**src/rtl/wb_pwm_ctrl_pkg.sv**
```systemverilog
// Register map and CTRL field positions shared by the PWM controller files.
package wb_pwm_ctrl_pkg;

  localparam logic [5:0] REG_CTRL     = 6'd0;
  localparam logic [5:0] REG_PERIOD   = 6'd1;
  localparam logic [5:0] REG_POLARITY = 6'd2;
  localparam logic [5:0] REG_DUTY0    = 6'd3;

  localparam int CTRL_EN        = 0;
  localparam int CTRL_CENTER    = 1;
  localparam int CTRL_PRESC_LSB = 8;

endpackage

```
**src/rtl/pwm_timebase.sv**
```systemverilog
// Shared PWM time base: prescaler, up or up/down period counter and the
// period-boundary strobe that loads the double-buffered registers.
module pwm_timebase #(
  parameter int BITS       = 8,
  parameter int PRESC_BITS = 8
) (
  input  logic                  clk_i,
  input  logic                  rst_ni,
  input  logic                  en_i,
  input  logic                  center_i,
  input  logic [PRESC_BITS-1:0] presc_i,
  input  logic [BITS-1:0]       top_i,
  output logic [BITS-1:0]       cnt_o,
  output logic                  load_o
);

  logic [PRESC_BITS-1:0] presc_q, presc_d;
  logic [BITS-1:0]       cnt_q, cnt_d;
  logic                  down_q, down_d;
  logic                  center_q;
  logic                  tick, restart, at_top, eff_down, boundary;

  assign tick     = en_i && (presc_q == presc_i);
  assign restart  = center_i != center_q;
  assign at_top   = cnt_q == top_i;
  // Reaching TOP while counting up is already the first downward step.
  assign eff_down = down_q || at_top;
  assign boundary = center_i ? (eff_down && (cnt_q == BITS'(1))) : at_top;
  assign load_o   = tick && boundary && !restart;
  assign cnt_o    = cnt_q;

  always_comb begin
    presc_d = presc_q;
    cnt_d   = cnt_q;
    down_d  = down_q;
    if (!en_i || restart) begin
      presc_d = '0;
      cnt_d   = '0;
      down_d  = 1'b0;
    end else begin
      presc_d = tick ? '0 : presc_q + 1'b1;
      if (tick) begin
        if (!center_i) begin
          cnt_d = at_top ? '0 : cnt_q + 1'b1;
        end else if (top_i == '0) begin
          cnt_d  = '0;
          down_d = 1'b0;
        end else if (eff_down) begin
          cnt_d  = cnt_q - 1'b1;
          down_d = cnt_q != BITS'(1);
        end else begin
          cnt_d = cnt_q + 1'b1;
        end
      end
    end
  end

  always_ff @(posedge clk_i or negedge rst_ni) begin
    if (!rst_ni) begin
      presc_q  <= '0;
      cnt_q    <= '0;
      down_q   <= 1'b0;
      center_q <= 1'b0;
    end else begin
      presc_q  <= presc_d;
      cnt_q    <= cnt_d;
      down_q   <= down_d;
      center_q <= center_i;
    end
  end

endmodule

```
**src/rtl/wb_pwm_ctrl.sv**
```systemverilog
// Wishbone pipelined slave with CHANNELS PWM outputs sharing one time base;
// PERIOD and DUTY are shadowed and move to the active copy on a period boundary.
module wb_pwm_ctrl
  import wb_pwm_ctrl_pkg::*;
#(
  parameter int BITS       = 8,
  parameter int CHANNELS   = 3,
  parameter int PRESC_BITS = 8
) (
  input  logic                wb_clk_i,
  input  logic                wb_rst_ni,
  input  logic                wb_stb_i,
  input  logic                wb_cyc_i,
  input  logic                wb_we_i,
  input  logic [31:0]         wb_adr_i,
  input  logic [31:0]         wb_dat_i,
  output logic [31:0]         wb_dat_o,
  output logic                wb_stall_o,
  output logic                wb_ack_o,
  output logic [CHANNELS-1:0] pwm,
  output logic                period_o
);

  logic                  req;
  logic [5:0]            idx;
  logic                  unused_bits;

  logic                  en_q, center_q;
  logic [PRESC_BITS-1:0] presc_q;
  logic [CHANNELS-1:0]   pol_q;
  logic [BITS-1:0]       top_sh_q, top_act_q;
  logic [BITS-1:0]       duty_sh_q  [CHANNELS];
  logic [BITS-1:0]       duty_act_q [CHANNELS];

  logic                  ack_q, period_q;
  logic [31:0]           dat_q, rdata_d;
  logic [CHANNELS-1:0]   pwm_q;

  logic [BITS-1:0]       cnt;
  logic                  load;

  assign req         = wb_stb_i & wb_cyc_i;
  assign idx         = wb_adr_i[7:2];
  assign unused_bits = &{1'b0, wb_adr_i, wb_dat_i};

  assign wb_stall_o = 1'b0;
  assign wb_ack_o   = ack_q;
  assign wb_dat_o   = dat_q;
  assign pwm        = pwm_q;
  assign period_o   = period_q;

  always_comb begin
    rdata_d = '0;
    if (idx == REG_CTRL) begin
      rdata_d[CTRL_EN]                         = en_q;
      rdata_d[CTRL_CENTER]                     = center_q;
      rdata_d[CTRL_PRESC_LSB +: PRESC_BITS]    = presc_q;
    end
    if (idx == REG_PERIOD)   rdata_d[BITS-1:0]     = top_sh_q;
    if (idx == REG_POLARITY) rdata_d[CHANNELS-1:0] = pol_q;
    for (int n = 0; n < CHANNELS; n++) begin
      if (idx == REG_DUTY0 + 6'(n)) rdata_d[BITS-1:0] = duty_sh_q[n];
    end
  end

  always_ff @(posedge wb_clk_i or negedge wb_rst_ni) begin
    if (!wb_rst_ni) begin
      ack_q    <= 1'b0;
      dat_q    <= '0;
      en_q     <= 1'b0;
      center_q <= 1'b0;
      presc_q  <= '0;
      pol_q    <= '0;
      top_sh_q <= '0;
      for (int n = 0; n < CHANNELS; n++) duty_sh_q[n] <= '0;
    end else begin
      ack_q <= req;
      dat_q <= (req && !wb_we_i) ? rdata_d : '0;
      if (req && wb_we_i) begin
        if (idx == REG_CTRL) begin
          en_q     <= wb_dat_i[CTRL_EN];
          center_q <= wb_dat_i[CTRL_CENTER];
          presc_q  <= wb_dat_i[CTRL_PRESC_LSB +: PRESC_BITS];
        end
        if (idx == REG_PERIOD)   top_sh_q <= wb_dat_i[BITS-1:0];
        if (idx == REG_POLARITY) pol_q    <= wb_dat_i[CHANNELS-1:0];
        for (int n = 0; n < CHANNELS; n++) begin
          if (idx == REG_DUTY0 + 6'(n)) duty_sh_q[n] <= wb_dat_i[BITS-1:0];
        end
      end
    end
  end

  // While disabled the active set tracks the shadows so writes apply at once.
  always_ff @(posedge wb_clk_i or negedge wb_rst_ni) begin
    if (!wb_rst_ni) begin
      top_act_q <= '0;
      for (int n = 0; n < CHANNELS; n++) duty_act_q[n] <= '0;
      period_q  <= 1'b0;
      pwm_q     <= '0;
    end else begin
      if (!en_q || load) begin
        top_act_q <= top_sh_q;
        for (int n = 0; n < CHANNELS; n++) duty_act_q[n] <= duty_sh_q[n];
      end
      period_q <= load;
      for (int n = 0; n < CHANNELS; n++) begin
        pwm_q[n] <= en_q ? ((cnt < duty_act_q[n]) ^ pol_q[n]) : pol_q[n];
      end
    end
  end

  pwm_timebase #(
    .BITS       (BITS),
    .PRESC_BITS (PRESC_BITS)
  ) u_timebase (
    .clk_i    (wb_clk_i),
    .rst_ni   (wb_rst_ni),
    .en_i     (en_q),
    .center_i (center_q),
    .presc_i  (presc_q),
    .top_i    (top_act_q),
    .cnt_o    (cnt),
    .load_o   (load)
  );

endmodule

```
**config.mk**
```make
export PLATFORM = sky130hd
export DESIGN_NAME = wb_pwm_ctrl
export DESIGN_NICKNAME = d
export VERILOG_FILES = /design/src/rtl/wb_pwm_ctrl_pkg.sv /design/src/rtl/pwm_timebase.sv /design/src/rtl/wb_pwm_ctrl.sv
export SDC_FILE = /design/constraint.sdc
export NUM_CORES = 1
export LEC_CHECK = 0
export ABC_AREA = 1
export CAP_MARGIN = 20
export CORE_MARGIN = 2
export CORE_UTILIZATION = 48
export CTS_CLUSTER_DIAMETER = 150
export DETAILED_ROUTE_END_ITERATION = 10
export GPL_TIMING_DRIVEN = 0
export MAX_ROUTING_LAYER = met4
export PLACE_DENSITY = 0.77
export SYNTH_ARGS = -nofsm -noshare
export SYNTH_HDL_FRONTEND = slang
export SYNTH_SLANG_ARGS = --single-unit
```
**constraint.sdc**
```tcl
create_clock -name wb_clk_i -period 1.8 [get_ports wb_clk_i]
set_input_delay 0.27 -clock wb_clk_i [delete_from_list [all_inputs] [get_ports wb_clk_i]]
set_output_delay 0.27 -clock wb_clk_i [all_outputs]
set_load 0.05 [all_outputs]
```
==> results.tsv, run 1 <==
metric	value	unit
hold path depth	3	
xor/xnor share	2.29	%
met2 Use GR	37.8	%
Layout clock area frac	7.38	%
MI comb cells	556	
fin crit period	1800	ps
Adder-Cell Fraction of Synth Area	5.10	%
worst setup margin	0.858	ps
hold crit path type	input pin to flop	
vias in the first global route	5095	
cell taking the most area after synthesis	dfrtp_1	
reg-to-reg endpoint	duty_act_q[13]	
routing usage on met1	32.8	%
Routed WL per cell	15.2	um
setup TNS	0	ps
Slew Limit Fails	0	
wire length on met3	707	um
most frequent cell after synthesis	nand2_1	
Post-synth seq share	47.4	%
Synth Instances	780	
Peak VDD IR	0.865	mV
Power Internal	5.14	mW
Worst Tran Pin Value	832	ps
RSZ-0062 raised after global routing	true	
fraction of area in multi-input gates	36.9	%
Clock power frac	48.2	%
critical path type	flop to flop	
final instance area	8070	um^2
largest net degree at the start of global routing	66	
CTS buffer count	17	
Post-synth regs	116	
antenna violations before repair	0	
yosys stat cell total	780	
Post-Place Cells	1016	
DRT met1 WL	7.24	mm
register clock-pin slew on the reported worst setup and hold paths	50	ps
Comb power frac	11.9	%
Data buffer area share	12.7	%
Post-CTS Hold Fix Bufs	1	
nonclk inv count	88	
Post-synth EDFFs	0	
1st-iter DRT viols	465	
Top power group	clock	
grt ovf	0	
DP HPWL	10.8	mm
achievable frequency	556	MHz
Syn Area/Cell	7.86	um^2
Mapped Area	6130	um^2
Worst Setup End Kind	flop	
Detailed Routing Iterations Pass 1	5	
yosys simple share	26.7	%
run status	finished, final reports clean	
Nets	989	
## run 1: worst max-delay path, stage by stage (launching register included)
cell     delay (ps)
dfrtp_1         440
xor2_1          190
nor3_2          230
nand3_2         170
nor2_4          190
nand2_8         110
nand2_8         120
buf_8           150
nand2_4          60
nand2_2          50
## run 1: worst max path at each step
stage                                      from                   to  cells past startpoint
after CTS                   u_timebase.cnt_o[7]         top_act_q[6]                     13
after floorplan             u_timebase.cnt_o[3]       duty_act_q[18]                     14
after global routing        u_timebase.cnt_o[5]               pwm[1]                      9
after detailed placement               wb_stb_i                 en_q                      7
final                     u_timebase.presc_q[0]       duty_act_q[13]                      9
after global placement                wb_rst_ni  u_timebase.cnt_o[7]                      1
### M4 wires, run 1

The bar under the picture is 20 um long. Supply wires on this layer in gray.
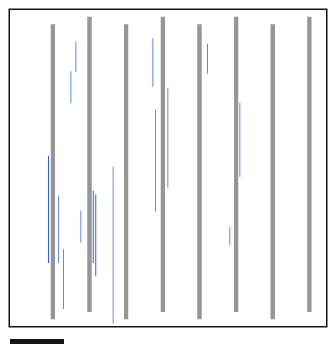
The layer carries 370 um of wire. The wires run mostly vertical. The layer holds 2.3% of the routed length. 10 nets have wire on it. The longest straight run is 57.8 um.
vias post-DR: 5620
Total Wirelength: 16.4 mm

### Cell placement, run 1

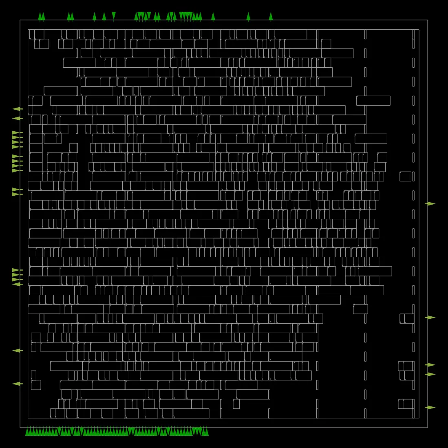
Seq/total area: 36.1%
fillers: 1024
Final Instance Count excl. Fillers: 1080
final core occ: 64.5%
row cnt: 41

### Where the registers sit, run 1

Other sequential cells in the stronger gray, the rest of the logic in the fainter gray.
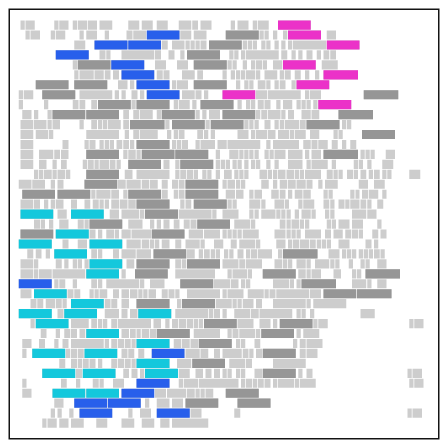
Key: cyan = `duty_sh_q` [placed flops 24]; magenta = `u_timebase.presc_q` [placed flops 8]; blue = `wb_dat_o` [placed flops 16]
Another 68 sequential cells are not colored.

### Routed clock nets over the placement, run 1

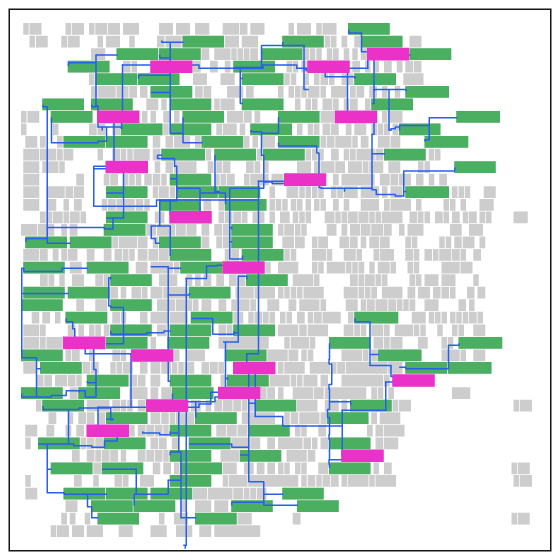

==> run 2: changes to the inputs <==
--- a/config.mk
+++ b/config.mk
@@ -7,13 +7,16 @@
 export LEC_CHECK = 0
 export ABC_AREA = 1
 export CAP_MARGIN = 20
+export CELL_PAD_IN_SITES_DETAIL_PLACEMENT = 1
+export CELL_PAD_IN_SITES_GLOBAL_PLACEMENT = 1
+export CORE_ASPECT_RATIO = 1.1
 export CORE_MARGIN = 2
-export CORE_UTILIZATION = 48
+export CORE_UTILIZATION = 35
 export CTS_CLUSTER_DIAMETER = 150
 export DETAILED_ROUTE_END_ITERATION = 10
 export GPL_TIMING_DRIVEN = 0
 export MAX_ROUTING_LAYER = met4
-export PLACE_DENSITY = 0.77
+export PLACE_DENSITY = 0.81
 export SYNTH_ARGS = -nofsm -noshare
 export SYNTH_HDL_FRONTEND = slang
 export SYNTH_SLANG_ARGS = --single-unit
### Routed clock nets over the placement, run 2

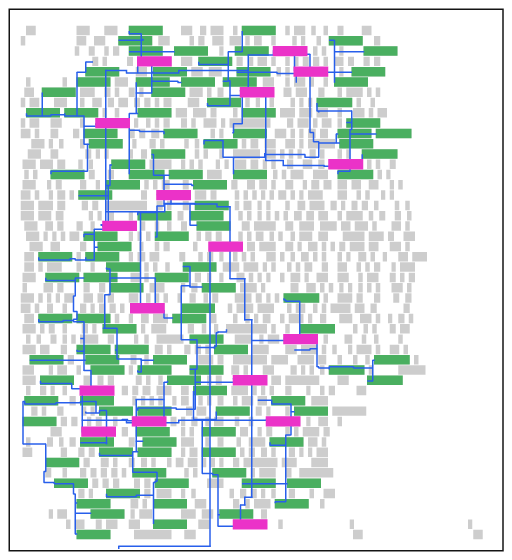
Key: green = flip-flops [count 116]; magenta = clock drivers [count 17]; blue = clock wires [length 1680 um]
There are 18 routed clock nets.
Worst Clk Skew: 8.77 ps
power in the clock group: 3.48 mW
clk_lat worst skew: 430 ps
Clock power frac: 48.6%

==> results.tsv, run 2 <==
metric	value	unit
vias post-DR	5867	
antenna violations before repair	0	
run status	finished with violations	
Nets	998	
cell taking the most area after synthesis	dfrtp_1	
Synth Instances	780	
CTS buffer count	17	
Slew Limit Fails	0	
Mapped Area	6130	um^2
fillers	2034	
worst setup margin	-72.0	ps
Post-synth seq share	47.4	%
Top power group	clock	
Routed WL per cell	18.7	um
yosys stat cell total	780	
CP endpoint	top_act_q[3]	
Post-synth EDFFs	0	
critical path type	flop to flop	
final instance area	8280	um^2
wire length on met3	695	um
hold crit path type	input pin to async pin	
Final Setup Violations	39	
reg-to-reg endpoint	top_act_q[3]	
row cnt	50	
Total Wirelength	21.5	mm
largest net degree at the start of global routing	62	
Post-CTS Hold Fix Bufs	1	
register clock-pin slew on the reported worst setup and hold paths	60	ps
fin crit period	1870	ps
Detailed Routing Iterations Pass 1	5	
DRT met1 WL	8.61	mm
Worst Setup End Kind	flop	
xor/xnor share	2.29	%
vias in the first global route	6126	
routing usage on met1	27.2	%
DP HPWL	13.0	mm
grt ovf	0	
Worst Tran Pin Value	602	ps
Post-synth regs	116	
Adder-Cell Fraction of Synth Area	5.10	%
RSZ-0062 raised after global routing	true	
failing checks	setup timing	
1st-iter DRT viols	304	
### Routed metal per tile, run 2

The bar under the picture is 50 um long. 26 x 29 tiles, from dark purple (low) to yellow (high), scaled to the fullest tile. Values are wire area over tile area, all layers added.
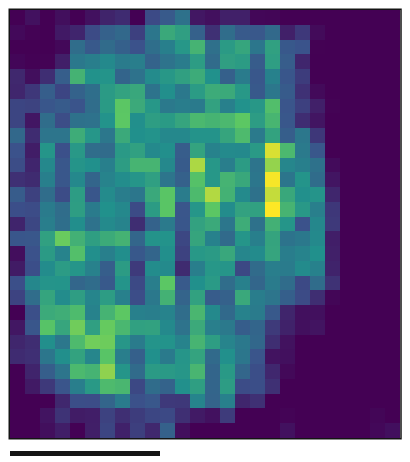
26% of the tiles are nearly empty. 23% of the tiles are over half the peak. The fullest tile reaches 0.62.

[run 2: cell counts after synthesis]
No cell type changed its count.
[run 2: worst max-delay path: stages, from the launching register on]
cell     delay [ps]
dfrtp_2         420
buf_12          140
inv_4            50
nand2_1          50
nand2_1         100
inv_1            60
nand2_1          70
nor2_2           50
nand2_2          90
nand2_4          70
nand2_4          80
nand2_4          60
nand2_8         110
nand2_8          90
buf_4           170
nand2_1          70
nand2_1          60
[run 2: cell type report]
cell class / count / share of cell area (%)
buffer: 36 / 3.32
clock buffer: 20 / 5.40
clock inverter: 12 / 1.87
inverter: 88 / 4.26
multi-input combinational: 556 / 36.4
sequential: 116 / 35.2
tap: 234 / 3.54
timing repair buffer: 89 / 9.96
Power is estimated from default activity; no workload was simulated.
